<file path="config.mk">
export PLATFORM = sky130hd
export DESIGN_NAME = axi4lite_amm_bridge_flat
export DESIGN_NICKNAME = d
export VERILOG_FILES = /design/src/rtl/axi4lite_pkg.sv /design/src/rtl/amm_if.sv /design/src/rtl/axi4lite_amm_bridge.sv /design/src/flat_wrapper.sv
export SDC_FILE = /design/constraint.sdc
export NUM_CORES = 1
export LEC_CHECK = 0
export ABC_AREA = 1
export CAP_MARGIN = 20
export CELL_PAD_IN_SITES_DETAIL_PLACEMENT = 0
export CELL_PAD_IN_SITES_GLOBAL_PLACEMENT = 1
export CORE_MARGIN = 5
export CORE_UTILIZATION = 27
export CTS_CLUSTER_SIZE = 14
export DETAILED_ROUTE_END_ITERATION = 12
export PLACE_DENSITY_LB_ADDON = 0.08
export SLEW_MARGIN = 30
export SYNTH_ARGS = -nofsm -noshare
export SYNTH_HDL_FRONTEND = slang
export SYNTH_SLANG_ARGS = --single-unit
export TNS_END_PERCENT = 50
</file>
<file path="constraint.sdc">
create_clock -name clk -period 5.5 [get_ports clk]
set_input_delay 1.65 -clock clk [delete_from_list [all_inputs] [get_ports clk]]
set_output_delay 1.65 -clock clk [all_outputs]
set_load 0.005 [all_outputs]
</file>
<file path="src/rtl/axi4lite_pkg.sv">
// ============================================================================
// Module : axi4lite_pkg
// Brief  : Shared types and constants for the AXI4-Lite to Avalon-MM bridge.
// Rev    : 1.0  initial release
// ============================================================================
`default_nettype none

package axi4lite_pkg;

  localparam logic [1:0] RESP_OKAY = 2'b00;
  localparam int         AMM_DW    = 32;
  localparam int         AMM_AW    = 32;

  typedef enum logic [2:0] {
    IDLE   = 3'd0,
    AMM_WR = 3'd1,
    AMM_RD = 3'd2,
    B_RESP = 3'd3,
    R_RESP = 3'd4
  } state_t;

endpackage

`default_nettype wire

</file>
<file path="src/rtl/amm_if.sv">
// ============================================================================
// Module : amm_if
// Brief  : Avalon-MM command/response bundle with master and slave views.
// Rev    : 1.0  initial release
// ============================================================================
`default_nettype none

interface amm_if;
  import axi4lite_pkg::*;

  logic [AMM_AW-1:0]   address;
  logic [AMM_DW-1:0]   writedata;
  logic [AMM_DW/8-1:0] byteenable;
  logic                read;
  logic                write;
  logic [AMM_DW-1:0]   readdata;
  logic                waitrequest;

  modport master (
    output address, writedata, byteenable, read, write,
    input  readdata, waitrequest
  );

  modport slave (
    input  address, writedata, byteenable, read, write,
    output readdata, waitrequest
  );

endinterface

`default_nettype wire

</file>
<file path="src/rtl/axi4lite_amm_bridge.sv">
// ============================================================================
// Module : axi4lite_amm_bridge
// Brief  : AXI4-Lite slave to Avalon-MM master, one transaction at a time.
// Rev    : 1.0  initial release
// ============================================================================
`default_nettype none

module axi4lite_amm_bridge
  import axi4lite_pkg::*;
#(
  parameter logic [31:0] P_ADDR_MASK = 32'hFFFF_FFFF,
  parameter bit          P_RD_FIRST  = 1'b0
) (
  input  logic        clk,
  input  logic        reset,
  input  logic [31:0] s_awaddr,
  input  logic        s_awvalid,
  output logic        s_awready,
  input  logic [31:0] s_wdata,
  input  logic [3:0]  s_wstrb,
  input  logic        s_wvalid,
  output logic        s_wready,
  output logic [1:0]  s_bresp,
  output logic        s_bvalid,
  input  logic        s_bready,
  input  logic [31:0] s_araddr,
  input  logic        s_arvalid,
  output logic        s_arready,
  output logic [31:0] s_rdata,
  output logic [1:0]  s_rresp,
  output logic        s_rvalid,
  input  logic        s_rready,
  amm_if.master       o
);

  state_t      state_q, state_d;
  logic        prio_rd_q, prio_rd_d;
  logic [31:0] address_q, address_d;
  logic [31:0] writedata_q, writedata_d;
  logic [3:0]  byteenable_q, byteenable_d;
  logic        read_q, read_d;
  logic        write_q, write_d;
  logic        bvalid_q, bvalid_d;
  logic        rvalid_q, rvalid_d;
  logic [31:0] rdata_q, rdata_d;

  logic wr_req, rd_req, grant_wr, grant_rd, idle_ok;

  // A write needs AW and W together; a lone half is never accepted.
  assign wr_req   = s_awvalid & s_wvalid;
  assign rd_req   = s_arvalid;
  assign grant_wr = wr_req & (~rd_req | ~prio_rd_q);
  assign grant_rd = rd_req & ~grant_wr;
  assign idle_ok  = (state_q == IDLE) & ~reset;

  assign s_awready = idle_ok & grant_wr;
  assign s_wready  = idle_ok & grant_wr;
  assign s_arready = idle_ok & grant_rd;

  assign s_bresp  = RESP_OKAY;
  assign s_rresp  = RESP_OKAY;
  assign s_bvalid = bvalid_q;
  assign s_rvalid = rvalid_q;
  assign s_rdata  = rdata_q;

  assign o.address    = address_q;
  assign o.writedata  = writedata_q;
  assign o.byteenable = byteenable_q;
  assign o.read       = read_q;
  assign o.write      = write_q;

  always_comb begin
    state_d      = state_q;
    prio_rd_d    = prio_rd_q;
    address_d    = address_q;
    writedata_d  = writedata_q;
    byteenable_d = byteenable_q;
    read_d       = read_q;
    write_d      = write_q;
    bvalid_d     = bvalid_q;
    rvalid_d     = rvalid_q;
    rdata_d      = rdata_q;

    case (state_q)
      IDLE: begin
        if (grant_wr) begin
          address_d    = s_awaddr & P_ADDR_MASK;
          writedata_d  = s_wdata;
          byteenable_d = s_wstrb;
          write_d      = 1'b1;
          prio_rd_d    = 1'b1;
          state_d      = AMM_WR;
        end else if (grant_rd) begin
          address_d    = s_araddr & P_ADDR_MASK;
          byteenable_d = 4'hF;
          read_d       = 1'b1;
          prio_rd_d    = 1'b0;
          state_d      = AMM_RD;
        end
      end
      AMM_WR: begin
        if (!o.waitrequest) begin
          write_d  = 1'b0;
          bvalid_d = 1'b1;
          state_d  = B_RESP;
        end
      end
      AMM_RD: begin
        if (!o.waitrequest) begin
          rdata_d  = o.readdata;
          read_d   = 1'b0;
          rvalid_d = 1'b1;
          state_d  = R_RESP;
        end
      end
      B_RESP: begin
        if (s_bready) begin
          bvalid_d = 1'b0;
          state_d  = IDLE;
        end
      end
      R_RESP: begin
        if (s_rready) begin
          rvalid_d = 1'b0;
          state_d  = IDLE;
        end
      end
      default: state_d = IDLE;
    endcase
  end

  // Async reset drops any in-flight Avalon command without waiting for clk.
  always_ff @(posedge clk or posedge reset) begin
    if (reset) begin
      state_q      <= IDLE;
      prio_rd_q    <= P_RD_FIRST;
      address_q    <= '0;
      writedata_q  <= '0;
      byteenable_q <= '0;
      read_q       <= 1'b0;
      write_q      <= 1'b0;
      bvalid_q     <= 1'b0;
      rvalid_q     <= 1'b0;
      rdata_q      <= '0;
    end else begin
      state_q      <= state_d;
      prio_rd_q    <= prio_rd_d;
      address_q    <= address_d;
      writedata_q  <= writedata_d;
      byteenable_q <= byteenable_d;
      read_q       <= read_d;
      write_q      <= write_d;
      bvalid_q     <= bvalid_d;
      rvalid_q     <= rvalid_d;
      rdata_q      <= rdata_d;
    end
  end

endmodule

`default_nettype wire

</file>
<file path="src/flat_wrapper.sv">
// flat-port wrapper written by rule: the top's interface ports become plain ports
module axi4lite_amm_bridge_flat import axi4lite_pkg::*;
#(
  parameter logic [31:0] P_ADDR_MASK = 32'hFFFF_FFFF,
  parameter bit          P_RD_FIRST  = 1'b0
)
  (clk, reset, s_awaddr, s_awvalid, s_awready, s_wdata, s_wstrb, s_wvalid, s_wready, s_bresp, s_bvalid, s_bready, s_araddr, s_arvalid, s_arready, s_rdata, s_rresp, s_rvalid, s_rready, o_address, o_writedata, o_byteenable, o_read, o_write, o_readdata, o_waitrequest);
  amm_if o_i ();
  input  logic clk;
  input  logic reset;
  input  logic [31:0] s_awaddr;
  input  logic s_awvalid;
  output logic s_awready;
  input  logic [31:0] s_wdata;
  input  logic [3:0] s_wstrb;
  input  logic s_wvalid;
  output logic s_wready;
  output logic [1:0] s_bresp;
  output logic s_bvalid;
  input  logic s_bready;
  input  logic [31:0] s_araddr;
  input  logic s_arvalid;
  output logic s_arready;
  output logic [31:0] s_rdata;
  output logic [1:0] s_rresp;
  output logic s_rvalid;
  input  logic s_rready;
  output wire logic [$bits(o_i.address)-1:0] o_address;
  output wire logic [$bits(o_i.writedata)-1:0] o_writedata;
  output wire logic [$bits(o_i.byteenable)-1:0] o_byteenable;
  output wire logic [$bits(o_i.read)-1:0] o_read;
  output wire logic [$bits(o_i.write)-1:0] o_write;
  input wire logic [$bits(o_i.readdata)-1:0] o_readdata;
  input wire logic [$bits(o_i.waitrequest)-1:0] o_waitrequest;
  assign o_address = o_i.address;
  assign o_writedata = o_i.writedata;
  assign o_byteenable = o_i.byteenable;
  assign o_read = o_i.read;
  assign o_write = o_i.write;
  assign o_i.readdata = o_readdata;
  assign o_i.waitrequest = o_waitrequest;
  axi4lite_amm_bridge #(.P_ADDR_MASK(P_ADDR_MASK), .P_RD_FIRST(P_RD_FIRST)) u_core (.clk(clk), .reset(reset), .s_awaddr(s_awaddr), .s_awvalid(s_awvalid), .s_awready(s_awready), .s_wdata(s_wdata), .s_wstrb(s_wstrb), .s_wvalid(s_wvalid), .s_wready(s_wready), .s_bresp(s_bresp), .s_bvalid(s_bvalid), .s_bready(s_bready), .s_araddr(s_araddr), .s_arvalid(s_arvalid), .s_arready(s_arready), .s_rdata(s_rdata), .s_rresp(s_rresp), .s_rvalid(s_rvalid), .s_rready(s_rready), .o(o_i));
endmodule
</file>
Run 1, layout detail:
Window x 58 to 83, y 58 to 83 um. Cells in grey, sequential cells in the stronger grey; small squares are vias.
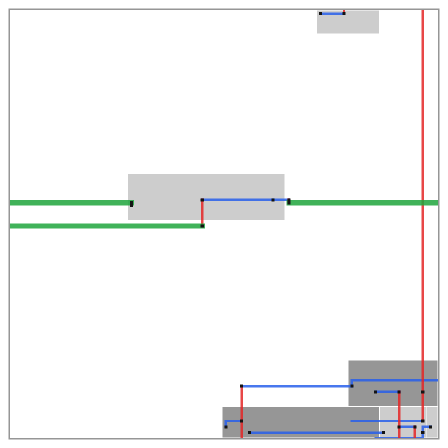
| colour | layer |
|---|---|
| red | metal 2 |
| blue | metal 1 |
| green | metal 3 |
cells with their middle in the window: 5
sequential cells in the window: 2
most frequent: dfrtp_1 (2)
netlist names of flops here include: u_core.o.address (2)

Run 1, clock nets:
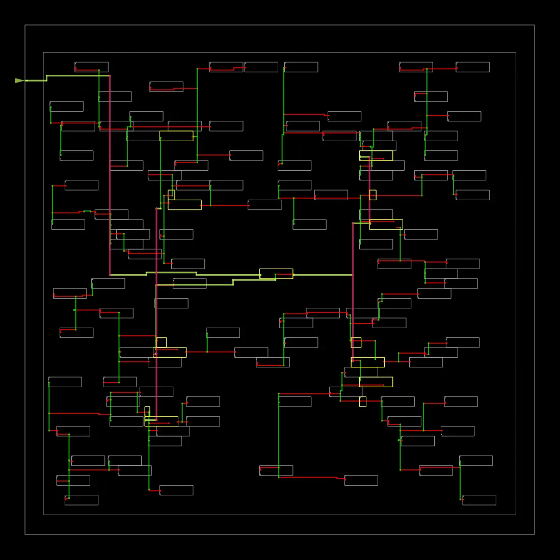
clock tree buffer count of the final layout: 10
skew final: 7.875 ps
clock insertion delay at the later pin of the skew report: 340 ps

Run 1, cell classes on the final placement:
(3 px per um) Fill, decap, tap and diode cells in grey.
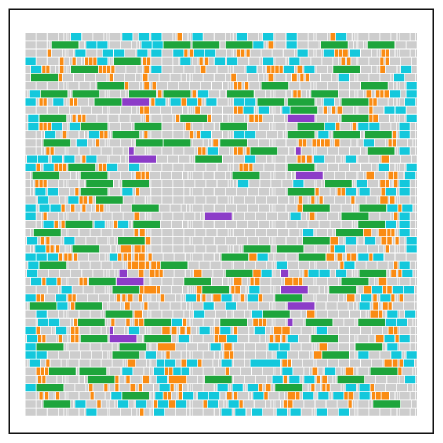
| colour | class | cells |
|---|---|---|
| cyan | remaining buffers and delay cells | 253 |
| green | sequential cells | 108 |
| purple | clock drivers and dummy loads | 15 |
| orange | combinational and other logic | 388 |

Run 1, placement density heat map:
(2 px per um) 14 x 14 tiles, from black (low) to pale yellow (high), 0 to 100% covered.
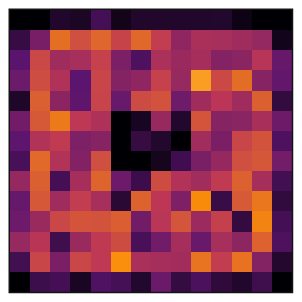
fullest tile: 79%
tiles over 75% full: 1.0%
emptiest ninth of the die: centre

==> results_tabular.tex, run 1 <==
% Synthesis and place-and-route results
\begin{tabular}{lr}
\hline
Metric & Value \\
\hline
\multicolumn{2}{l}{\textbf{Power and ir drop}} \\
Standby leakage power & roughly 3.4 nW \\
VDD IR-drop max & 0.2127 mV \\
Power density over the cells & 491.1 mW/mm\^{}2 \\
\multicolumn{2}{l}{\textbf{Routing}} \\
Number of nets still failing antenna checks after routing & 0 \\
Detailed Route Iter0 Violations & between 200 and 300 \\
Overall via count from detail\_route & $\sim$4,300 \\
Wire length after detailed routing & 15,540 um \\
Average vias per placed instance & about 4.4 \\
Number of optimization iterations in the first detailed-route pass & 4 \\
Average routed wire per standard cell & 15.79 um \\
Topmost layer with routed signal wires & met4 \\
Number of DRC violations after detailed routing & 0 \\
Metal3 WL & 1202 um \\
Post-Route M1 WL & roughly 6600 um \\
Met2 Wirelength & between 7000 and 8000 um \\
\multicolumn{2}{l}{\textbf{Timing}} \\
Tightest slew margin relative to the limit & 0.4955 \\
Final Max Tran Viols & 0 \\
RSZ-0062 raised after global routing & false \\
Peak clock frequency supported by timing & between 200 and 250 MHz \\
Smallest hold slack & between 400 and 500 ps \\
Measured slew at the worst slew-check pin & approximately 760 ps \\
Final hold violation count & 0 \\
Final worst-path cycle share & 0.8901 \\
Final setup fails & 0 \\
\multicolumn{2}{l}{\textbf{Yosys}} \\
Count of mapped cells out of synthesis & roughly 530 \\
Xor/xnor cell area share of the yosys netlist & 0 \\
Number of enable-type register cells in the synthesized netlist & 0 \\
Synth Warn \# & 0 \\
Total of flip-flops plus latches after synthesis & around 110 \\
Netlist area before placement & between 0.004 and 0.005 mm\^{}2 \\
Top cell type by instance count after synthesis & sky130\_fd\_sc\_hd\_\_nand2\_1 \\
Share of synthesized cell area in full adder, half adder and majority cells & 0 \\
Proportion of netlist area held by the largest area contributor & 0.5847 \\
Combinational family with the most area after synthesis & simple AND/OR/NAND/NOR gates \\
Syn avg cell area & between 8 and 9 um\^{}2 \\
Share of synthesized registers carrying an async set or reset & 1.000 \\
Post-synth top flop & sky130\_fd\_sc\_hd\_\_dfrtp\_1 \\
Commonest cells in the netlist & sky130\_fd\_sc\_hd\_\_nand2\_1, sky130\_fd\_sc\_hd\_\_dfrtp\_1, sky130\_fd\_sc\_hd\_\_nand3\_1, sky130\_fd\_sc\_hd\_\_o21a\_1, sky130\_fd\_sc\_hd\_\_nor2\_1 \\
Post-synth area hogs & sky130\_fd\_sc\_hd\_\_dfrtp\_1, sky130\_fd\_sc\_hd\_\_nand2\_1, sky130\_fd\_sc\_hd\_\_nand3\_1 \\
Basic-gate share of the synthesized area counting and, or, nand and nor cells & 0.2929 \\
Share of the yosys chip area belonging to registers & 0.5847 \\
MUX area fraction & 0 \\
Number of cells in Yosys stat & 529 \\
Summed standard-cell area reported by yosys & 0.004622 mm\^{}2 \\
Post-synthesis cell type count & 20 \\
\multicolumn{2}{l}{\textbf{Critical path}} \\
Classification of the worst setup path & in2out \\
Endpoint arrival time on the critical path & approximately 3300 ps \\
Maximum net fanout on the critical path & 6 \\
Data required, critical path & roughly 3900 ps \\
Critical Path Source Type & input pin \\
Crit. End Element & output port \\
\multicolumn{2}{l}{\textbf{Floorplan}} \\
Number of standard-cell rows in the floorplan & $\sim$47 \\
Die outline width & approximately 140 um \\
Number of top-level design ports & between 200 and 300 \\
Core region area & 0.01670 mm\^{}2 \\
Fp\_density & 0.2767 \\
Die Ht & about 140 um \\
Chip Area & slightly below 0.02 mm\^{}2 \\
\multicolumn{2}{l}{\textbf{CTS}} \\
TritonCTS clock tree & built \\
Sinks on Clock Net & 108 \\
Count of buffers added by post-CTS timing repair for setup & 0 \\
Post-cts resize count & 0 \\
Clock buffers created by TritonCTS & 9 \\
Clock edge transition at the registers on the reported setup and hold paths & about 70 ps \\
Maximum clock path buffer count & 2 \\
\# H-tree levels & 3 \\
Clock root buffer & sky130\_fd\_sc\_hd\_\_clkbuf\_16 \\
\multicolumn{2}{l}{\textbf{Global routing}} \\
Global-route wire length before repair & between 20,000 and 25,000 um \\
Global-route usage over all layers & 0.1516 \\
Overflow left after global routing & 0 \\
Pin count of the biggest net entering global routing & between 60 and 70 \\
Antenna violations before repair & 0 \\
\multicolumn{2}{l}{\textbf{Final layout}} \\
Layout cell share with drive strength beyond 1 & 0.03796 \\
Ant. Diodes & 0 \\
Area delta synth->final & 62.15\% \\
Nets@finish & approximately 900 \\
\multicolumn{2}{l}{\textbf{Run status}} \\
Result of the run & complete, no violations \\
\multicolumn{2}{l}{\textbf{Placement}} \\
Port Buffers & roughly 250 \\
Routability cong. & 0.8012 \\
\multicolumn{2}{l}{\textbf{Flow run}} \\
Number of logged tool warnings & 26 \\
Maximum capacitance violations & 0 \\
\multicolumn{2}{l}{\textbf{Worst hold path}} \\
Hold Path Class & reg2reg \\
\hline
\end{tabular}
## run 1: routing by layer
metal  vias up  GRT usage
met1      1994     0.1866
li1       2126          -
met2       159     0.2508
met5         -          0
met3        21    0.04775
met4         0    0.05507
## run 1: state kept, by name, summed over array words and instances (netlist names)
signal               cells
u_core.o.address        32
u_core.o.write           1
u_core.o.byteenable      4
u_core.o.writedata      32
u_core.prio_rd_q         1
u_core.s_rdata          32
u_core.o.read            1
u_core.state_q           3
u_core.s_bvalid          1
u_core.s_rvalid          1
## run 1: cell usage in the layout, fill, tap and decap left out, drive strengths merged
cell type	Yosys	routed
clkinv	0	3
nor2	20	20
buf	31	7
inv	13	13
o21a	32	32
o21ai	4	4
a21oi	4	4
nand3	69	69
clkdlybuf4s50	0	246
clkbuf	5	10
clkinvlp	0	2
conb	1	4
nand4	4	4
nand2	238	238
dfrtp	108	108
## run 1: stage by stage
step                        util  worst slack, ps  instances  total power, mW  cell area, um^2
after global routing      0.4488            535.2        984            3.952             7495
after CTS                 0.4488            612.0        984            3.758             7495
after global placement    0.4316            659.2        968            3.088             7208
after floorplan                -             1004        532            2.084             4633
final                     0.4488            604.2        984            3.680             7495
after detailed placement  0.4332            621.1        969            3.136             7236
## run 1: power by group
group	switching, mW	internal [mW]
clock network	0.291	0.303
logic	0.698	0.988
registers	0.219	1.18
## run 1: final cells by class
| cell class | instances | area (um^2) |
|---|---|---|
| fillers | 1622 | 9206 |
| repair buffers | 253 | 2535 |
| inverters | 13 | 51.30 |
| well taps | 220 | 275.3 |
| flip-flops and latches | 108 | 2703 |
| multi-input cells | 375 | 1672 |
| clock buffers | 10 | 229.0 |
| clock inverters | 5 | 30.03 |
## run 1: logic make-up (layout without fill, tap and decap cells)
| group | count (synthesis) | in the layout |
|---|---|---|
| compound gates | 40 | 40 |
| buf+inv | 49 | 281 |
| flops | 108 | 108 |
| other cells | 1 | 4 |
| simple gates | 331 | 331 |
## run 1: worst paths after layout
check | start | end | slack, ps | depth (start not counted)
max in group asynchronous | reset | u_core.o.address[29] | 2780 | 3
worst min-delay path | u_core.o.writedata[14] | u_core.o.writedata[14] | 470 | 2
min in group asynchronous | reset | u_core.s_rdata[3] | 1830 | 2
worst min register to register | u_core.o.writedata[14] | u_core.o.writedata[14] | 470 | 2
worst max-delay path | s_awvalid | s_wready | 600 | 6
worst max register to register | u_core.state_q[1] | u_core.s_rdata[15] | 3260 | 6
## run 1: critical path, stage by stage
cell                              delay [ps]
sky130_fd_sc_hd__clkdlybuf4s50_1         450
sky130_fd_sc_hd__nand2_1                 160
sky130_fd_sc_hd__a21oi_4                 220
sky130_fd_sc_hd__nand2_1                 100
sky130_fd_sc_hd__nor2_1                  130
sky130_fd_sc_hd__clkdlybuf4s50_1         530
==> inputs of run 2 (changes only) <==
Settings changed: SKIP_CTS_REPAIR_TIMING from default to 1, SLEW_MARGIN 30 to 40.
==> results_tabular.tex, run 2 <==
% Synthesis and place-and-route results
\begin{tabular}{lr}
\hline
Metric & Value \\
\hline
\multicolumn{2}{l}{\textbf{Run status}} \\
Result of the run & complete, no violations \\
\multicolumn{2}{l}{\textbf{Critical path}} \\
Data required, critical path & slightly below 4000 ps \\
Launching element of the worst setup path & s\_awvalid \\
Crit. End Element & output port \\
Endpoint arrival time on the critical path & 3230 ps \\
Reg2Reg Capture Point & u\_core.s\_rdata[14] \\
Critical Path Source Type & input pin \\
Depth of the most critical reg-to-reg path & 6 \\
Maximum net fanout on the critical path & 6 \\
Classification of the worst setup path & in2out \\
\multicolumn{2}{l}{\textbf{CTS}} \\
Clock root buffer & sky130\_fd\_sc\_hd\_\_clkbuf\_16 \\
Clock edge transition at the registers on the reported setup and hold paths & around 70 ps \\
TritonCTS clock tree & built \\
Sinks on Clock Net & roughly 110 \\
\# H-tree levels & 3 \\
Clock buffers created by TritonCTS & 9 \\
Clock insertion delay at the later pin of the skew report & around 340 ps \\
Maximum clock path buffer count & 2 \\
\multicolumn{2}{l}{\textbf{Timing}} \\
Peak clock frequency supported by timing & slightly above 200 MHz \\
Final worst-path cycle share & 0.8875 \\
Final Max Tran Viols & 0 \\
Final setup fails & 0 \\
Measured slew at the worst slew-check pin & between 700 and 800 ps \\
Skew final & roughly 8 ps \\
Smallest hold slack & around 470 ps \\
\multicolumn{2}{l}{\textbf{Floorplan}} \\
Die outline width & between 100 and 150 um \\
Chip Area & a little under 0.02 mm\^{}2 \\
Die Ht & around 140 um \\
Fp\_density & 0.2767 \\
Number of top-level design ports & between 200 and 300 \\
\multicolumn{2}{l}{\textbf{Worst hold path}} \\
Worst hold path stage count & 2 \\
Hold path start & u\_core.o.writedata[5] \\
Hold Path Class & reg2reg \\
\multicolumn{2}{l}{\textbf{Final layout}} \\
Number of standard cells in the final layout excluding fillers & 983 \\
Area delta synth->final & 63.10\% \\
Most frequent standard cell in the layout excluding fill and tap cells & sky130\_fd\_sc\_hd\_\_clkdlybuf4s50\_1 \\
Nets@finish & around 900 \\
Design area & between 0.007 and 0.008 mm\^{}2 \\
Most used cells in the layout excluding fill and tap cells & sky130\_fd\_sc\_hd\_\_clkdlybuf4s50\_1, sky130\_fd\_sc\_hd\_\_nand2\_1, sky130\_fd\_sc\_hd\_\_dfrtp\_1 \\
Number of filler cells placed in the layout & 1,646 \\
\multicolumn{2}{l}{\textbf{Yosys}} \\
Share of synthesized registers carrying an async set or reset & 1.000 \\
Count of mapped cells out of synthesis & $\sim$530 \\
Post-synthesis cell type count & 20 \\
MUX area fraction & 0 \\
Number of cells in Yosys stat & about 530 \\
Basic-gate share of the synthesized area counting and, or, nand and nor cells & 0.2929 \\
Xor/xnor cell area share of the yosys netlist & 0 \\
Post-synth top flop & sky130\_fd\_sc\_hd\_\_dfrtp\_1 \\
Combinational family with the most area after synthesis & simple AND/OR/NAND/NOR gates \\
Total of flip-flops plus latches after synthesis & 108 \\
Syn avg cell area & roughly 8.7 um\^{}2 \\
Synth Warn \# & 0 \\
Number of enable-type register cells in the synthesized netlist & 0 \\
Commonest cells in the netlist & sky130\_fd\_sc\_hd\_\_nand2\_1, sky130\_fd\_sc\_hd\_\_dfrtp\_1, sky130\_fd\_sc\_hd\_\_nand3\_1, sky130\_fd\_sc\_hd\_\_o21a\_1, sky130\_fd\_sc\_hd\_\_nor2\_1 \\
Share of the yosys chip area belonging to registers & 0.5847 \\
Proportion of netlist area held by the largest area contributor & 0.5847 \\
\multicolumn{2}{l}{\textbf{Power and ir drop}} \\
Share of power burned in registers & 0.372 \\
Combinational cell fraction of total power & 0.441 \\
Clock share of power & 0.188 \\
Power density over the cells & around 500 mW/mm\^{}2 \\
Total power consumption of the routed design & $\sim$3.8 mW \\
Switching Fraction & 0.3179 \\
VDD IR-drop max & around 0.19 mV \\
Standby leakage power & 3.395 nW \\
Internal & 2.566 mW \\
\multicolumn{2}{l}{\textbf{Global routing}} \\
Global-route usage over all layers & 0.1494 \\
Fraction of met2 tracks used by global routing & 0.2450 \\
Met3 capacity usage during global routing & 0.04335 \\
Overflow left after global routing & 0 \\
Antenna violations before repair & 0 \\
Global-route wire length before repair & roughly 24,000 um \\
\multicolumn{2}{l}{\textbf{Placement}} \\
Placement Cell Area & 0.007212 mm\^{}2 \\
Port Buffers & approximately 250 \\
Routability cong. & approximately 0.80 \\
\multicolumn{2}{l}{\textbf{Flow run}} \\
Number of logged tool warnings & 28 \\
Maximum capacitance violations & 0 \\
\multicolumn{2}{l}{\textbf{Routing}} \\
Average vias per placed instance & 4.357 \\
Detailed Route Iter0 Violations & between 200 and 250 \\
Number of nets still failing antenna checks after routing & 0 \\
Average routed wire per standard cell & between 15 and 20 um \\
\hline
\end{tabular}
-- run 2: worst max-delay path by stage --
stage                     endpoint  slack, ps  cells past startpoint
2_1_floorplan  u_core.o.address[0]       1000                      1
3_3_place_gp              s_wready        660                      6
3_5_place_dp              s_wready        620                      6
4_1_cts                   s_wready        610                      6
5_1_grt                  s_awready        520                      6
6_report                  s_wready        620                      6
-- run 2: power groups by stage --
stage               Clock [mW]  Combinational (mW)  Sequential (mW)
finish                   0.706                1.66             1.40
CTS                      0.739                1.70             1.40
global placement             0                1.69             1.40
detailed placement           0                1.70             1.41
floorplan                    0               0.656             1.43
global route             0.768                1.83             1.45
-- run 2: final cells by class --
cell class                 instances  area [um^2]  area share
multi-input combinational        375         1672      0.2217
sequential                       108         2703      0.3585
tap                              220        275.3     0.03651
timing repair buffer             252         2511      0.3331
inverter                          13        53.80    0.007137
clock buffer                      10        239.0     0.03170
clock inverter                     5        85.08     0.01129
-- run 2: per-layer routing --
metal / up-vias / routed length (um) / part of all wire
li1: 2132 / - / -
met1: 1966 / 6471 / 0.42
met2: 160 / 7277 / 0.48
met3: 25 / 1092 / 0.072
met4: 0 / 425 / 0.028
met5: - / 0 / 0
-- run 2: critical path, stage by stage --
cell and delay, ps:
sky130_fd_sc_hd__clkdlybuf4s50_1 450, sky130_fd_sc_hd__nand2_1 160, sky130_fd_sc_hd__a21oi_4 230, sky130_fd_sc_hd__nand2_1 100, sky130_fd_sc_hd__nor2_1 120, sky130_fd_sc_hd__clkdlybuf4s50_1 530
-- run 2: stage by stage --
stage | util | setup WS, ps
6_report | 0.4514 | 618.5
5_1_grt | 0.4514 | 524.7
4_1_cts | 0.4512 | 610.6
3_5_place_dp | 0.4318 | 619.3
3_3_place_gp | 0.4316 | 659.2
2_1_floorplan | - | 1004
-- run 2: logic make-up (layout without fill, tap and decap cells) --
logic type / after synthesis / in the layout
AND/OR/NAND/NOR: 331 / 331
buffers and inverters: 49 / 280
AND-OR/OR-AND: 40 / 40
flip-flops: 108 / 108
other: 1 / 4
Run 2, placement density heat map:
(2 px per um) 14 x 14 tiles, from black (low) to pale yellow (high), 0 to 100% covered.
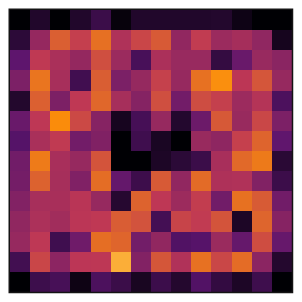
mean over tiles: 37%
tiles over 75% full: 1.5%
emptiest ninth of the die: centre
nearly empty tiles: 5.6%

Run 2, metal 1:
(3 px per um) Cells faint in the background.
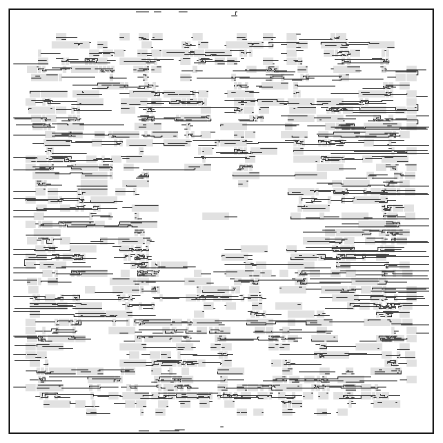
wire length on this layer: 6,470 um
share of all routed wire: 42%
longest straight run: 46.0 um
overall via count from detail_route: 4,283
wire length after detailed routing: 15,270 um
met1 GRT Util: 0.1838

Run 2, cell classes on the final placement:
(3 px per um) Fill, decap, tap and diode cells in grey.
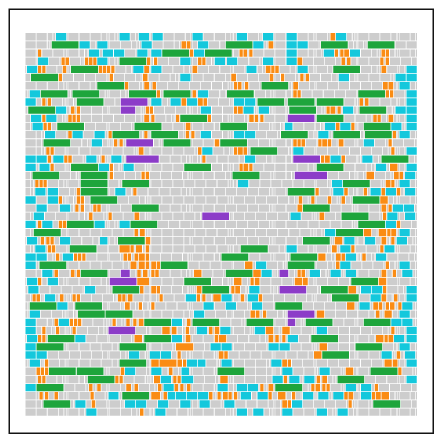
| colour | class | cells |
|---|---|---|
| green | sequential cells | 108 |
| cyan | remaining buffers and delay cells | 252 |
| orange | combinational and other logic | 388 |
| purple | clock drivers and dummy loads | 15 |
flop share of the area: 0.3585
number of standard-cell rows in the floorplan: 47
core region area: 0.01670 mm^2

No activity file was given, so power comes from the tool's default toggle rates.
